## config.mk

```make
export PLATFORM = sky130hd
export DESIGN_NAME = stacker_popcount_bist_flat
export DESIGN_NICKNAME = d
export VERILOG_FILES = /design/src/rtl/stacker_popcount_bist_if.sv /design/src/rtl/stacker_popcount_bist.sv /design/src/flat_wrapper.sv
export SDC_FILE = /design/constraint.sdc
export NUM_CORES = 1
export LEC_CHECK = 0
export ABC_AREA = 1
export CORE_MARGIN = 3
export CORE_UTILIZATION = 45
export CTS_BUF_LIST = sky130_fd_sc_hd__clkbuf_4 sky130_fd_sc_hd__clkbuf_8
export CTS_CLUSTER_SIZE = 24
export DETAILED_ROUTE_END_ITERATION = 7
export PLACE_DENSITY = 0.69
export RECOVER_POWER = 50
export SLEW_MARGIN = 15
export SYNTH_ARGS = -nofsm -noshare
export SYNTH_HDL_FRONTEND = slang
export SYNTH_SLANG_ARGS = --single-unit
```

## constraint.sdc

```tcl
create_clock -name clk -period 2.59 [get_ports clk]
set_clock_uncertainty 0.1 [all_clocks]
set_input_delay 0.259 -clock clk [delete_from_list [all_inputs] [get_ports clk]]
set_output_delay 0.259 -clock clk [all_outputs]
set_load 0.005 [all_outputs]
```

## src/rtl/stacker_popcount_bist_if.sv

```systemverilog
// rtl/stacker_popcount_bist_if.sv - functional, result and BIST signal bundle for the bit stacker
interface stacker_popcount_bist_if #(
    parameter int N = 6
);
    localparam int CW = $clog2(N + 1);

    logic          mode;
    logic          in_valid;
    logic [N-1:0]  in_data;
    logic          out_valid;
    logic [N-1:0]  out_stack;
    logic [CW-1:0] out_count;
    logic          bist_start;
    logic          fault_inj;
    logic          bist_busy;
    logic          bist_done;
    logic          bist_pass;
    logic [7:0]    bist_err_cnt;

    modport master (
        output mode, in_valid, in_data, bist_start, fault_inj,
        input  out_valid, out_stack, out_count, bist_busy, bist_done, bist_pass, bist_err_cnt
    );

    modport slave (
        input  mode, in_valid, in_data, bist_start, fault_inj,
        output out_valid, out_stack, out_count, bist_busy, bist_done, bist_pass, bist_err_cnt
    );
endinterface

```

## src/rtl/stacker_popcount_bist.sv

```systemverilog
// rtl/stacker_popcount_bist.sv - two-stage bit stacker with popcount and LFSR self-test
module stacker_popcount_bist #(
    parameter int          N        = 6,
    parameter int          NUM_VECT = 64,
    parameter logic [15:0] SEED     = 16'hACE1
) (
    input  logic                    clk,
    input  logic                    rst,
    stacker_popcount_bist_if.slave  bus
);
    localparam int CW = $clog2(N + 1);

    localparam logic [1:0] S_IDLE  = 2'd0;
    localparam logic [1:0] S_RUN   = 2'd1;
    localparam logic [1:0] S_DRAIN = 2'd2;
    localparam logic [1:0] S_DONE  = 2'd3;

    localparam logic [15:0] LAST_VECT = 16'(NUM_VECT - 1);

    logic [1:0]    state_q, state_d;
    logic [15:0]   lfsr_q, lfsr_d;
    logic [15:0]   vec_cnt_q, vec_cnt_d;
    logic          drain_q, drain_d;
    logic          busy_q, busy_d;
    logic          done_q, done_d;
    logic          pass_q, pass_d;
    logic [7:0]    err_cnt_q, err_cnt_d;
    logic          clr_err;

    logic          valid1_q, valid1_d;
    logic [N-1:0]  vec1_q, vec1_d;
    logic          valid2_q, valid2_d;
    logic [N-1:0]  stack2_q, stack2_d;
    logic [CW-1:0] count2_q, count2_d;
    logic [CW-1:0] ref2_q, ref2_d;

    logic          src_valid;
    logic [N-1:0]  src_data;
    logic [N-1:0]  sorted;
    logic [CW-1:0] ref_cnt;
    logic [CW-1:0] derived_cnt;
    logic [15:0]   lfsr_next;
    logic          thermo_bad;
    logic          vec_err;
    logic          chk_en;

    // Fibonacci LFSR, taps 16,14,13,11, shifting towards bit 0
    always_comb begin
        lfsr_next = {lfsr_q[0] ^ lfsr_q[2] ^ lfsr_q[3] ^ lfsr_q[5], lfsr_q[15:1]};
    end

    // BIST sequencing: vector issue, pipeline drain, result hold and abort on mode drop
    always_comb begin
        state_d   = state_q;
        lfsr_d    = lfsr_q;
        vec_cnt_d = vec_cnt_q;
        drain_d   = drain_q;
        busy_d    = busy_q;
        done_d    = done_q;
        pass_d    = pass_q;
        clr_err   = 1'b0;
        case (state_q)
            S_IDLE: begin
                if (bus.mode && bus.bist_start) begin
                    state_d   = S_RUN;
                    lfsr_d    = SEED;
                    vec_cnt_d = '0;
                    busy_d    = 1'b1;
                    done_d    = 1'b0;
                    pass_d    = 1'b0;
                    clr_err   = 1'b1;
                end
            end
            S_RUN: begin
                if (!bus.mode) begin
                    state_d = S_IDLE;
                    busy_d  = 1'b0;
                    done_d  = 1'b0;
                end else begin
                    lfsr_d    = lfsr_next;
                    vec_cnt_d = vec_cnt_q + 16'd1;
                    if (vec_cnt_q == LAST_VECT) begin
                        state_d = S_DRAIN;
                        drain_d = 1'b0;
                    end
                end
            end
            S_DRAIN: begin
                if (!bus.mode) begin
                    state_d = S_IDLE;
                    busy_d  = 1'b0;
                    done_d  = 1'b0;
                end else if (drain_q) begin
                    state_d = S_DONE;
                    busy_d  = 1'b0;
                end else begin
                    drain_d = 1'b1;
                end
            end
            default: begin
                if (!bus.mode) begin
                    state_d = S_IDLE;
                    done_d  = 1'b0;
                    pass_d  = 1'b0;
                end else if (bus.bist_start) begin
                    state_d   = S_RUN;
                    lfsr_d    = SEED;
                    vec_cnt_d = '0;
                    busy_d    = 1'b1;
                    done_d    = 1'b0;
                    pass_d    = 1'b0;
                    clr_err   = 1'b1;
                end else begin
                    // err_cnt is final by now, so done and pass rise together
                    done_d = 1'b1;
                    pass_d = (err_cnt_q == 8'd0);
                end
            end
        endcase
    end

    // Stage 1 source select: functional port or LFSR vector while running
    always_comb begin
        src_valid = bus.mode ? (state_q == S_RUN) : bus.in_valid;
        src_data  = bus.mode ? lfsr_q[N-1:0] : bus.in_data;
        valid1_d  = src_valid;
        vec1_d    = src_valid ? src_data : vec1_q;
    end

    // Odd-even transposition network: ones collect at the low end
    always_comb begin
        sorted = vec1_q;
        for (int p = 0; p < N; p++) begin
            for (int i = 0; i < N - 1; i++) begin
                if ((i % 2) == (p % 2)) begin
                    {sorted[i+1], sorted[i]} = {sorted[i] & sorted[i+1], sorted[i] | sorted[i+1]};
                end
            end
        end
    end

    // Reference popcount, independent of the sorting network
    always_comb begin
        ref_cnt = '0;
        for (int i = 0; i < N; i++) begin
            ref_cnt = ref_cnt + CW'(vec1_q[i]);
        end
    end

    // Stage 2 next values; count comes from the highest set thermometer bit
    always_comb begin
        valid2_d    = valid1_q;
        stack2_d    = stack2_q;
        count2_d    = count2_q;
        ref2_d      = ref2_q;
        derived_cnt = '0;
        if (valid1_q) begin
            stack2_d = sorted ^ {{(N-1){1'b0}}, bus.fault_inj};
            for (int k = 0; k < N; k++) begin
                if (stack2_d[k]) begin
                    derived_cnt = CW'(k + 1);
                end
            end
            count2_d = derived_cnt;
            ref2_d   = ref_cnt;
        end
    end

    // Result checker on the registered stage-2 values
    always_comb begin
        thermo_bad = 1'b0;
        for (int k = 1; k < N; k++) begin
            if (stack2_q[k] && !stack2_q[k-1]) begin
                thermo_bad = 1'b1;
            end
        end
        vec_err   = thermo_bad || (count2_q != ref2_q);
        chk_en    = valid2_q && ((state_q == S_RUN) || (state_q == S_DRAIN));
        err_cnt_d = err_cnt_q;
        if (clr_err) begin
            err_cnt_d = 8'd0;
        end else if (chk_en && vec_err && (err_cnt_q != 8'hFF)) begin
            err_cnt_d = err_cnt_q + 8'd1;
        end
    end

    // State and pipeline registers with synchronous reset
    always_ff @(posedge clk) begin
        if (rst) begin
            state_q   <= S_IDLE;
            lfsr_q    <= SEED;
            vec_cnt_q <= '0;
            drain_q   <= 1'b0;
            busy_q    <= 1'b0;
            done_q    <= 1'b0;
            pass_q    <= 1'b0;
            err_cnt_q <= 8'd0;
            valid1_q  <= 1'b0;
            vec1_q    <= '0;
            valid2_q  <= 1'b0;
            stack2_q  <= '0;
            count2_q  <= '0;
            ref2_q    <= '0;
        end else begin
            state_q   <= state_d;
            lfsr_q    <= lfsr_d;
            vec_cnt_q <= vec_cnt_d;
            drain_q   <= drain_d;
            busy_q    <= busy_d;
            done_q    <= done_d;
            pass_q    <= pass_d;
            err_cnt_q <= err_cnt_d;
            valid1_q  <= valid1_d;
            vec1_q    <= vec1_d;
            valid2_q  <= valid2_d;
            stack2_q  <= stack2_d;
            count2_q  <= count2_d;
            ref2_q    <= ref2_d;
        end
    end

    assign bus.out_valid    = valid2_q;
    assign bus.out_stack    = stack2_q;
    assign bus.out_count    = count2_q;
    assign bus.bist_busy    = busy_q;
    assign bus.bist_done    = done_q;
    assign bus.bist_pass    = pass_q;
    assign bus.bist_err_cnt = err_cnt_q;
endmodule

```

## src/flat_wrapper.sv

```systemverilog
// flat-port wrapper written by rule: the top's interface ports become plain ports
module stacker_popcount_bist_flat 
#(
    parameter int          N        = 6,
    parameter int          NUM_VECT = 64,
    parameter logic [15:0] SEED     = 16'hACE1
)
  (clk, rst, bus_mode, bus_in_valid, bus_in_data, bus_bist_start, bus_fault_inj, bus_out_valid, bus_out_stack, bus_out_count, bus_bist_busy, bus_bist_done, bus_bist_pass, bus_bist_err_cnt);
  stacker_popcount_bist_if #(.N(N)) bus_i ();
  input  logic clk;
  input  logic rst;
  input wire logic [$bits(bus_i.mode)-1:0] bus_mode;
  input wire logic [$bits(bus_i.in_valid)-1:0] bus_in_valid;
  input wire logic [$bits(bus_i.in_data)-1:0] bus_in_data;
  input wire logic [$bits(bus_i.bist_start)-1:0] bus_bist_start;
  input wire logic [$bits(bus_i.fault_inj)-1:0] bus_fault_inj;
  output wire logic [$bits(bus_i.out_valid)-1:0] bus_out_valid;
  output wire logic [$bits(bus_i.out_stack)-1:0] bus_out_stack;
  output wire logic [$bits(bus_i.out_count)-1:0] bus_out_count;
  output wire logic [$bits(bus_i.bist_busy)-1:0] bus_bist_busy;
  output wire logic [$bits(bus_i.bist_done)-1:0] bus_bist_done;
  output wire logic [$bits(bus_i.bist_pass)-1:0] bus_bist_pass;
  output wire logic [$bits(bus_i.bist_err_cnt)-1:0] bus_bist_err_cnt;
  assign bus_i.mode = bus_mode;
  assign bus_i.in_valid = bus_in_valid;
  assign bus_i.in_data = bus_in_data;
  assign bus_i.bist_start = bus_bist_start;
  assign bus_i.fault_inj = bus_fault_inj;
  assign bus_out_valid = bus_i.out_valid;
  assign bus_out_stack = bus_i.out_stack;
  assign bus_out_count = bus_i.out_count;
  assign bus_bist_busy = bus_i.bist_busy;
  assign bus_bist_done = bus_i.bist_done;
  assign bus_bist_pass = bus_i.bist_pass;
  assign bus_bist_err_cnt = bus_i.bist_err_cnt;
  stacker_popcount_bist #(.N(N), .NUM_VECT(NUM_VECT), .SEED(SEED)) u_core (.clk(clk), .rst(rst), .bus(bus_i));
endmodule
```

### Sequential cells coloured by netlist name

(4 px per um) Other sequential cells in the stronger grey, the rest of the logic in the fainter grey.
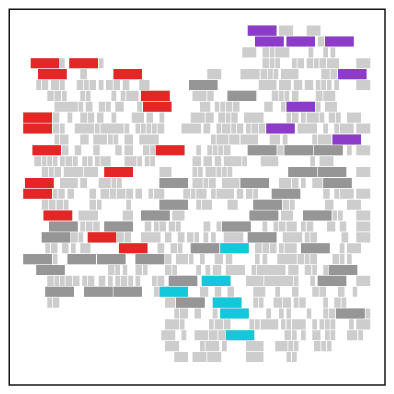
[purple] u_core.bus.bist_err_cnt | placed flops: 8 | where: upper right
[red] u_core.vec_cnt_q | placed flops: 16
[cyan] u_core.vec1_q | placed flops: 6 | where: bottom centre
not coloured: 36

### Gate-type map

(3 px per um)
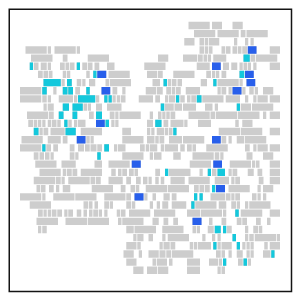
[blue] xor and xnor cells | cells: 15 | most used: xor2_1
[cyan] nor cells | cells: 50 | most used: nor2_1

### M1 wires

(3 px per um)
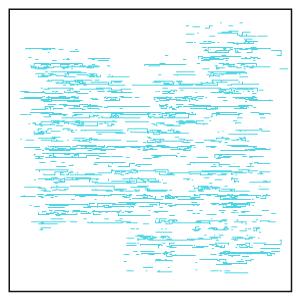
wire length on this layer: 3340 um
longest straight run: 22.5 um
nets with wire on the layer: 482
share of all routed wire: 46%
main direction: horizontal

### Layout detail

Window x 58 to 83, y 58 to 83 um. Cells in grey, sequential cells in the stronger grey; small squares are vias.
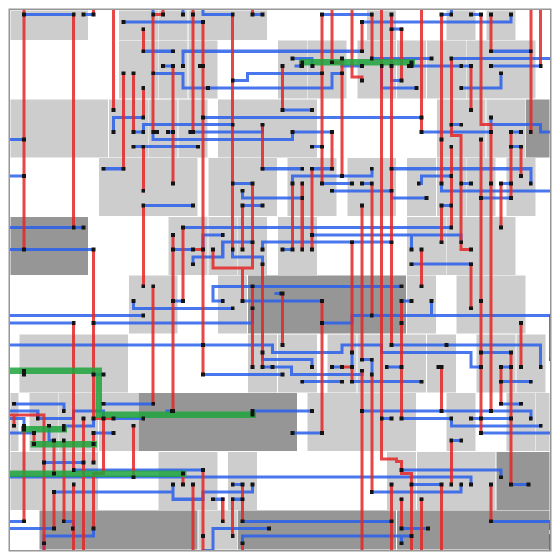
[red] M2
[blue] M1
[green] M3
sequential cells in the window: 5
cells with their middle in the window: 66
most frequent: nand2_1 (18), a21oi_1 (9), inv_1 (7)
netlist names of flops here include: u_core.bus.bist_err_cnt (2)

### Routing congestion

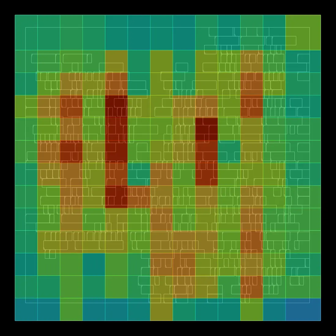
Final Core Density: 54.6%
met3 usage: 5.39%
M1 GR Usage: 21.7%

==> impl_metrics.env <==
# yosys + openroad results
export IMPL_ff_count=66
export IMPL_status="complete, no violations"
export IMPL_p_comb_share_pct=36.4
export IMPL_buffer_area_share_pct=8.95
export IMPL_wl_per_cell_um=11.9
export IMPL_timing_final_crit_share_pct=87.6
export IMPL_hold_path_depth=2
export IMPL_seq_share_pct=33.0
export IMPL_final_max_slew_viol_count=0
export IMPL_layout_drive_gt1_share_pct=8.09
export IMPL_warnings=33
export IMPL_powerComb_uw=1210
export IMPL_hold_violations=0
export IMPL_yosys_area_share_adder_pct=5.51
export IMPL_synthAoiAreaFrac_pct=16.1
export IMPL_synth_area_mux_share_pct=0
export IMPL_post_cts_buffers=0
export IMPL_hpwl_um=5200
export IMPL_crit_family="adder cells"
export IMPL_grt_pass1_wl_um=12700
export IMPL_area_leaders="dfxtp_1 (38%), nand2_1 (12%), a21oi_1 (7.4%)"
export IMPL_numCtsBuffers=9
export IMPL_cts_hold_buffers=0
export IMPL_ff_type="dfxtp_1"
export IMPL_powerClk_uw=828
export IMPL_die_area_mm2=0.00875
export IMPL_yosysSeqAreaShare_pct=38.3
export IMPL_p_total_uw=3330
export IMPL_synthTopCellsByCount="nand2_1 (106), dfxtp_1 (66), a21oi_1 (51)"
export IMPL_ant_nets=0
export IMPL_top_layer_used="met4"
export IMPL_p_clk_share_pct=24.8
export IMPL_gr_total_overflow=0
export IMPL_p_sw_uw=1280
export IMPL_met2_usage_pct=30.9
export IMPL_gp_congestion=0.852
export IMPL_cp_depth=9
export IMPL_edf_count=0
export IMPL_crit_buf_inv=3
export IMPL_clockBufferDepth=2
export IMPL_max_cap_violations=0
export IMPL_fin_ws_ns=0.320
export IMPL_grt_setup_unrepaired="no"
export IMPL_cts_resized=0
export IMPL_drc=0
export IMPL_wl_met1_um=3340
export IMPL_r2r_slack_ns=0.32
export IMPL_r2r_cells=9
export IMPL_yosysTopAreaCell="dfxtp_1"
export IMPL_n_fill_cell=707
export IMPL_synth_flops=66
export IMPL_leakagePower_uw=0.00168
export IMPL_finalNonFillerCells=606
export IMPL_die_w_um=93.6
export IMPL_grt_max_degree=30
export IMPL_pre_cts_slack_ns=0.316
export IMPL_path_cells="inv_1, ha_1, inv_1, fa_1, inv_1, fa_1, ha_1, nor2_1, nor2_1"
export IMPL_die_y_um=93.6
